[src/rtl/fib_pkg.sv]
// fib_pkg: shared state encoding and mux select constants for the
// Fibonacci LED sequencer and its watchdog.
package fib_pkg;

  typedef enum logic [2:0] {
    ST_IDLE  = 3'd0,
    ST_INIT  = 3'd1,
    ST_ADD   = 3'd2,
    ST_CHECK = 3'd3,
    ST_ON    = 3'd4,
    ST_OFF   = 3'd5,
    ST_SHIFT = 3'd6,
    ST_GAP   = 3'd7
  } state_t;

  localparam logic MUX_ADD = 1'b0;
  localparam logic MUX_DEC = 1'b1;

  // States that wait on a timer interrupt and are guarded by the watchdog.
  function automatic logic is_wait_state(input state_t s);
    return (s == ST_ON) || (s == ST_OFF) || (s == ST_GAP);
  endfunction

endpackage

[src/rtl/fib_wdog.sv]
// fib_wdog: cycle counter that flags when a wait state has lasted
// WDOG_LIMIT cycles. Cleared on every state entry, advanced only while
// the controller sits in a timer wait state.
module fib_wdog #(
  parameter int WDOG_WIDTH = 15,
  parameter int WDOG_LIMIT = 16000
) (
  input  logic clock_in,
  input  logic reset_in,
  input  logic clear,
  input  logic count,
  output logic expired
);

  // The count reaches LAST after WDOG_LIMIT-1 edges in the wait state, so
  // the abort edge is the WDOG_LIMIT-th edge after entry.
  localparam logic [WDOG_WIDTH-1:0] LAST = WDOG_WIDTH'(WDOG_LIMIT - 1);

  logic [WDOG_WIDTH-1:0] cnt_q;

  assign expired = count && (cnt_q == LAST);

  // Restart on state entry, otherwise count up while waiting and hold at the limit.
  always_ff @(posedge clock_in or negedge reset_in) begin
    if (!reset_in) begin
      cnt_q <= '0;
    end else if (clear) begin
      cnt_q <= '0;
    end else if (count && !expired) begin
      cnt_q <= cnt_q + WDOG_WIDTH'(1);
    end
  end

endmodule

[src/rtl/fib_sequencer.sv]
// fib_sequencer: control FSM for the Fibonacci LED datapath.
// Computes successive Fibonacci terms and blinks the LED once per unit of
// each term, pacing with the on/off/gap timers. All outputs are registered
// and derived from the state being entered.
// Optional feature: define FIB_SEQ_ABORT_EN to add the abort_in port.
module fib_sequencer
  import fib_pkg::*;
#(
  parameter int WDOG_WIDTH = 15,
  parameter int WDOG_LIMIT = 16000
) (
  input  logic       clock_in,
  input  logic       reset_in,
  input  logic       start_in,
  input  logic       zero_flag_in,
  input  logic       counter_zero_in,
  input  logic       t0_int_in,
  input  logic       t1_int_in,
  input  logic       t2_int_in,
  output logic       mux_sel_out,
  output logic       x1_set_out,
  output logic       x2_set_out,
  output logic       x3_set_out,
  output logic       x4_set_out,
  output logic       x5_set_out,
  output logic       reg_reset_out,
  output logic       t0_start_out,
  output logic       t1_start_out,
  output logic       t2_start_out,
  output logic       led_out,
  output logic       busy_out,
  output logic       done_out,
  output logic       error_out,
  output logic [2:0] state_out
`ifdef FIB_SEQ_ABORT_EN
  ,
  input  logic       abort_in
`endif
);

  state_t state_q, state_d;
  logic   entering;
  logic   wdog_expired;
  logic   abort_req;

  logic mux_sel_d, x1_set_d, x2_set_d, x3_set_d, x4_set_d, x5_set_d;
  logic reg_reset_d, t0_start_d, t1_start_d, t2_start_d;
  logic led_d, busy_d, done_d, error_d;

`ifdef FIB_SEQ_ABORT_EN
  assign abort_req = abort_in;
`else
  assign abort_req = 1'b0;
`endif

  assign entering = (state_d != state_q);

  fib_wdog #(
    .WDOG_WIDTH(WDOG_WIDTH),
    .WDOG_LIMIT(WDOG_LIMIT)
  ) u_wdog (
    .clock_in(clock_in),
    .reset_in(reset_in),
    .clear   (entering),
    .count   (is_wait_state(state_q)),
    .expired (wdog_expired)
  );

  // Next state; interrupts beat the watchdog, and abort beats everything.
  always_comb begin
    state_d = state_q;
    done_d  = 1'b0;
    error_d = 1'b0;
    case (state_q)
      ST_IDLE:  if (start_in) state_d = ST_INIT;
      ST_INIT:  state_d = ST_ADD;
      ST_ADD:   state_d = ST_CHECK;
      ST_CHECK: state_d = zero_flag_in ? ST_SHIFT : ST_ON;
      ST_ON: begin
        if (t0_int_in) begin
          state_d = ST_OFF;
        end else if (wdog_expired) begin
          state_d = ST_IDLE;
          error_d = 1'b1;
        end
      end
      ST_OFF: begin
        if (t1_int_in) begin
          state_d = ST_CHECK;
        end else if (wdog_expired) begin
          state_d = ST_IDLE;
          error_d = 1'b1;
        end
      end
      ST_SHIFT: state_d = ST_GAP;
      ST_GAP: begin
        if (t2_int_in) begin
          if (counter_zero_in) begin
            state_d = ST_IDLE;
            done_d  = 1'b1;
          end else begin
            state_d = ST_ADD;
          end
        end else if (wdog_expired) begin
          state_d = ST_IDLE;
          error_d = 1'b1;
        end
      end
      default: state_d = ST_IDLE;
    endcase
    if ((state_q != ST_IDLE) && abort_req) begin
      state_d = ST_IDLE;
      done_d  = 1'b0;
      error_d = 1'b0;
    end
  end

  // Output values for the state being entered; start pulses only on entry.
  always_comb begin
    mux_sel_d   = MUX_ADD;
    x1_set_d    = 1'b0;
    x2_set_d    = 1'b0;
    x3_set_d    = 1'b0;
    x4_set_d    = 1'b0;
    x5_set_d    = 1'b0;
    reg_reset_d = 1'b0;
    t0_start_d  = 1'b0;
    t1_start_d  = 1'b0;
    t2_start_d  = 1'b0;
    led_d       = 1'b0;
    busy_d      = (state_d != ST_IDLE);
    case (state_d)
      ST_INIT: reg_reset_d = 1'b1;
      ST_ADD: begin
        x3_set_d  = 1'b1;
        x4_set_d  = 1'b1;
        mux_sel_d = MUX_ADD;
      end
      ST_ON: begin
        led_d      = 1'b1;
        t0_start_d = entering;
      end
      ST_OFF: begin
        if (entering) begin
          x4_set_d   = 1'b1;
          mux_sel_d  = MUX_DEC;
          t1_start_d = 1'b1;
        end
      end
      ST_SHIFT: begin
        x1_set_d = 1'b1;
        x2_set_d = 1'b1;
        x5_set_d = 1'b1;
      end
      ST_GAP: t2_start_d = entering;
      default: ;
    endcase
  end

  // State and output registers.
  always_ff @(posedge clock_in or negedge reset_in) begin
    if (!reset_in) begin
      state_q       <= ST_IDLE;
      mux_sel_out   <= 1'b0;
      x1_set_out    <= 1'b0;
      x2_set_out    <= 1'b0;
      x3_set_out    <= 1'b0;
      x4_set_out    <= 1'b0;
      x5_set_out    <= 1'b0;
      reg_reset_out <= 1'b0;
      t0_start_out  <= 1'b0;
      t1_start_out  <= 1'b0;
      t2_start_out  <= 1'b0;
      led_out       <= 1'b0;
      busy_out      <= 1'b0;
      done_out      <= 1'b0;
      error_out     <= 1'b0;
    end else begin
      state_q       <= state_d;
      mux_sel_out   <= mux_sel_d;
      x1_set_out    <= x1_set_d;
      x2_set_out    <= x2_set_d;
      x3_set_out    <= x3_set_d;
      x4_set_out    <= x4_set_d;
      x5_set_out    <= x5_set_d;
      reg_reset_out <= reg_reset_d;
      t0_start_out  <= t0_start_d;
      t1_start_out  <= t1_start_d;
      t2_start_out  <= t2_start_d;
      led_out       <= led_d;
      busy_out      <= busy_d;
      done_out      <= done_d;
      error_out     <= error_d;
    end
  end

  assign state_out = state_q;

endmodule

[config.mk]
export PLATFORM = sky130hd
export DESIGN_NAME = fib_sequencer
export DESIGN_NICKNAME = d
export VERILOG_FILES = /design/src/rtl/fib_pkg.sv /design/src/rtl/fib_wdog.sv /design/src/rtl/fib_sequencer.sv
export SDC_FILE = /design/constraint.sdc
export NUM_CORES = 1
export LEC_CHECK = 0
export CORE_ASPECT_RATIO = 0.7
export CORE_MARGIN = 2
export CORE_UTILIZATION = 45
export CTS_CLUSTER_SIZE = 40
export DETAILED_ROUTE_END_ITERATION = 12
export PLACE_DENSITY = 0.78
export SYNTH_ARGS = -nofsm -noshare
export SYNTH_HDL_FRONTEND = slang
export SYNTH_SLANG_ARGS = --single-unit
[constraint.sdc]
create_clock -name clock_in -period 1.9 [get_ports clock_in]
set_clock_uncertainty 0.15 [all_clocks]
set_input_delay 0.19 -clock clock_in [delete_from_list [all_inputs] [get_ports clock_in]]
set_output_delay 0.19 -clock clock_in [all_outputs]
set_load 0.03 [all_outputs]
==> results.cfg <==
; flow metrics
[outcome]
status = finished, violations left
violations = setup timing

[floorplan]
num_io_pins = 25
fp.dieW_microns = 73.70
fp_util_pct = 47.96
coreArea_sq_um = 3191
taps = 38
die_h_microns = 52.79

[routing]
wl_met3_microns = 338
vias_per_cell = 5.619
drt-met1-wl_microns = 1888
top_layer = met4
antenna_left = 0
post_drt_wl_per_cell_microns = 16.75
route.detailed.drc = 0
first_pass_iters = 5

[cells_and_area]
largest_cell_class = logic gates
post-route-util_pct = 69.25
clk_share_pct = 4.077
n_all_inverters = 8
nClkBuffers = 8
layout_top_cell = buf_4
regArea_sq_um = 726.9

[setup_path]
slowest_stage = or4b_4
arrival_ns = 2.16
cp-startpoint = u_wdog.cnt_q[14]
reg2reg_to = x4_set_out
crit_type = flop to flop
path_depth = 4
startpoint_type = flop
crit_required_ns = 1.90
worstPathCellList = or4b_4 -> nor3_2 -> a31oi_1 -> o41ai_2
rrSetupSlack_ns = -0.25
cpPeakStageDelay_ns = 0.55
reg2reg_depth = 4
critical_path_buf_inv_count = 0

[clocking]
cts_sinks = 29
cts_root_buf = clkbuf_8
cts_max_level = 2
cts_resized = 6
postCtsSetupBuffers = 5

[place]
dpl.hpwl_microns = 3179
numPortBuffers = 24
gp_congestion = 0.9397

[yosys]
postSynthAreaPerCell_sq_um = 9.504
synth.largest_area_cell = dfrtp_1
syn_inst = 161
async_reset_ff_share_pct = 100.0
synth_top_cell_by_count = dfrtp_1
synth_stat.cells = 161
ys.warnings.count = 0
syn-num-nets = 170
top_area_share_pct = 47.42
synthesis.area_sq_um = 1530

[grt]
grt_pass1_vias = 1443
top_usage_layer = met2
use_met2_pct = 39.88
grt_pass1_wl_microns = 7231

[final_timing]
setup_ws_ns = -0.2528
max_slew_margin_pct = 64.30
setup_viol = 24
rsz0062_at_grt = yes

[pwr]
irDropWorstVdd_v = 0.001038
power.density_nw_per_um2 = 1370
p_total_mw = 3.028

[run]
maxCapViolCount = 0
==> cells by family after synthesis <==
kind of cell             Yosys count  synth area share [%]
adder cells (fa/ha/maj)            1                0.8175
multiplexers                       1                0.7358
buffers and inverters             15                 4.906
XOR/XNOR                          12                 6.868
AND-OR/OR-AND                     17                 8.258
flip-flops                        29                 47.42
AND/OR/NAND/NOR                   86                 30.99
==> stage by stage <==
stage	hold WS (ns)	TNS, ns	area, sq um
2_1_floorplan	-0.2556	-2.170	1562
3_3_place_gp	0.3856	-3.501	2028
3_5_place_dp	0.3957	-5.382	2028
4_1_cts	0.1498	-3.743	2183
5_1_grt	0.1805	-5.792	2210
6_report	0.1351	-4.379	2210
==> report_power, final <==
group	internal [mW]	switching, mW	total (mW)
clock	0.295	0.217	0.512
sequential	0.721	0.0927	0.814
combinational	0.739	0.963	1.70
Register map, names as in the netlist:
Scale bar: 20 microns. Other sequential cells in the stronger grey, the rest of the logic in the fainter grey.
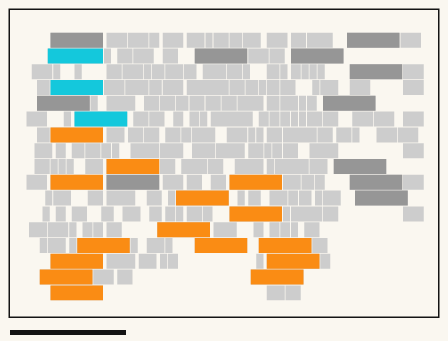
| colour | name in the netlist | sequential cells |
|---|---|---|
| cyan | `state_out` | 3 |
| orange | `u_wdog.cnt_q` | 15 |
not coloured: 11

Power grid:
Scale bar: 20 microns. Pins as bars on the die edge. Tap cells in grey.
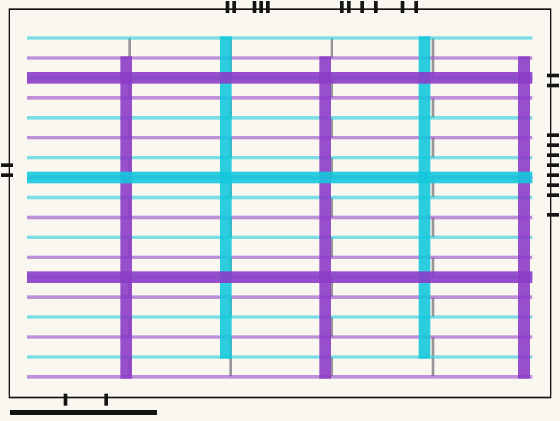
| colour | net |
|---|---|
| purple | VSS |
| cyan | VDD |
rows: 17
met1 rails: 18
signal pins: 25

Cell placement:
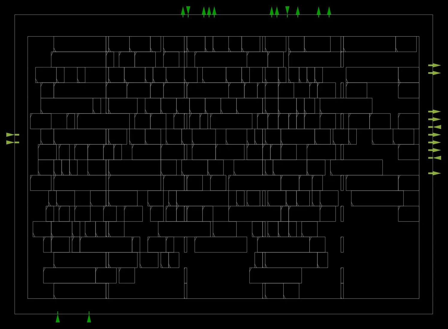
fin cells: 260
Seq area share: 32.90%

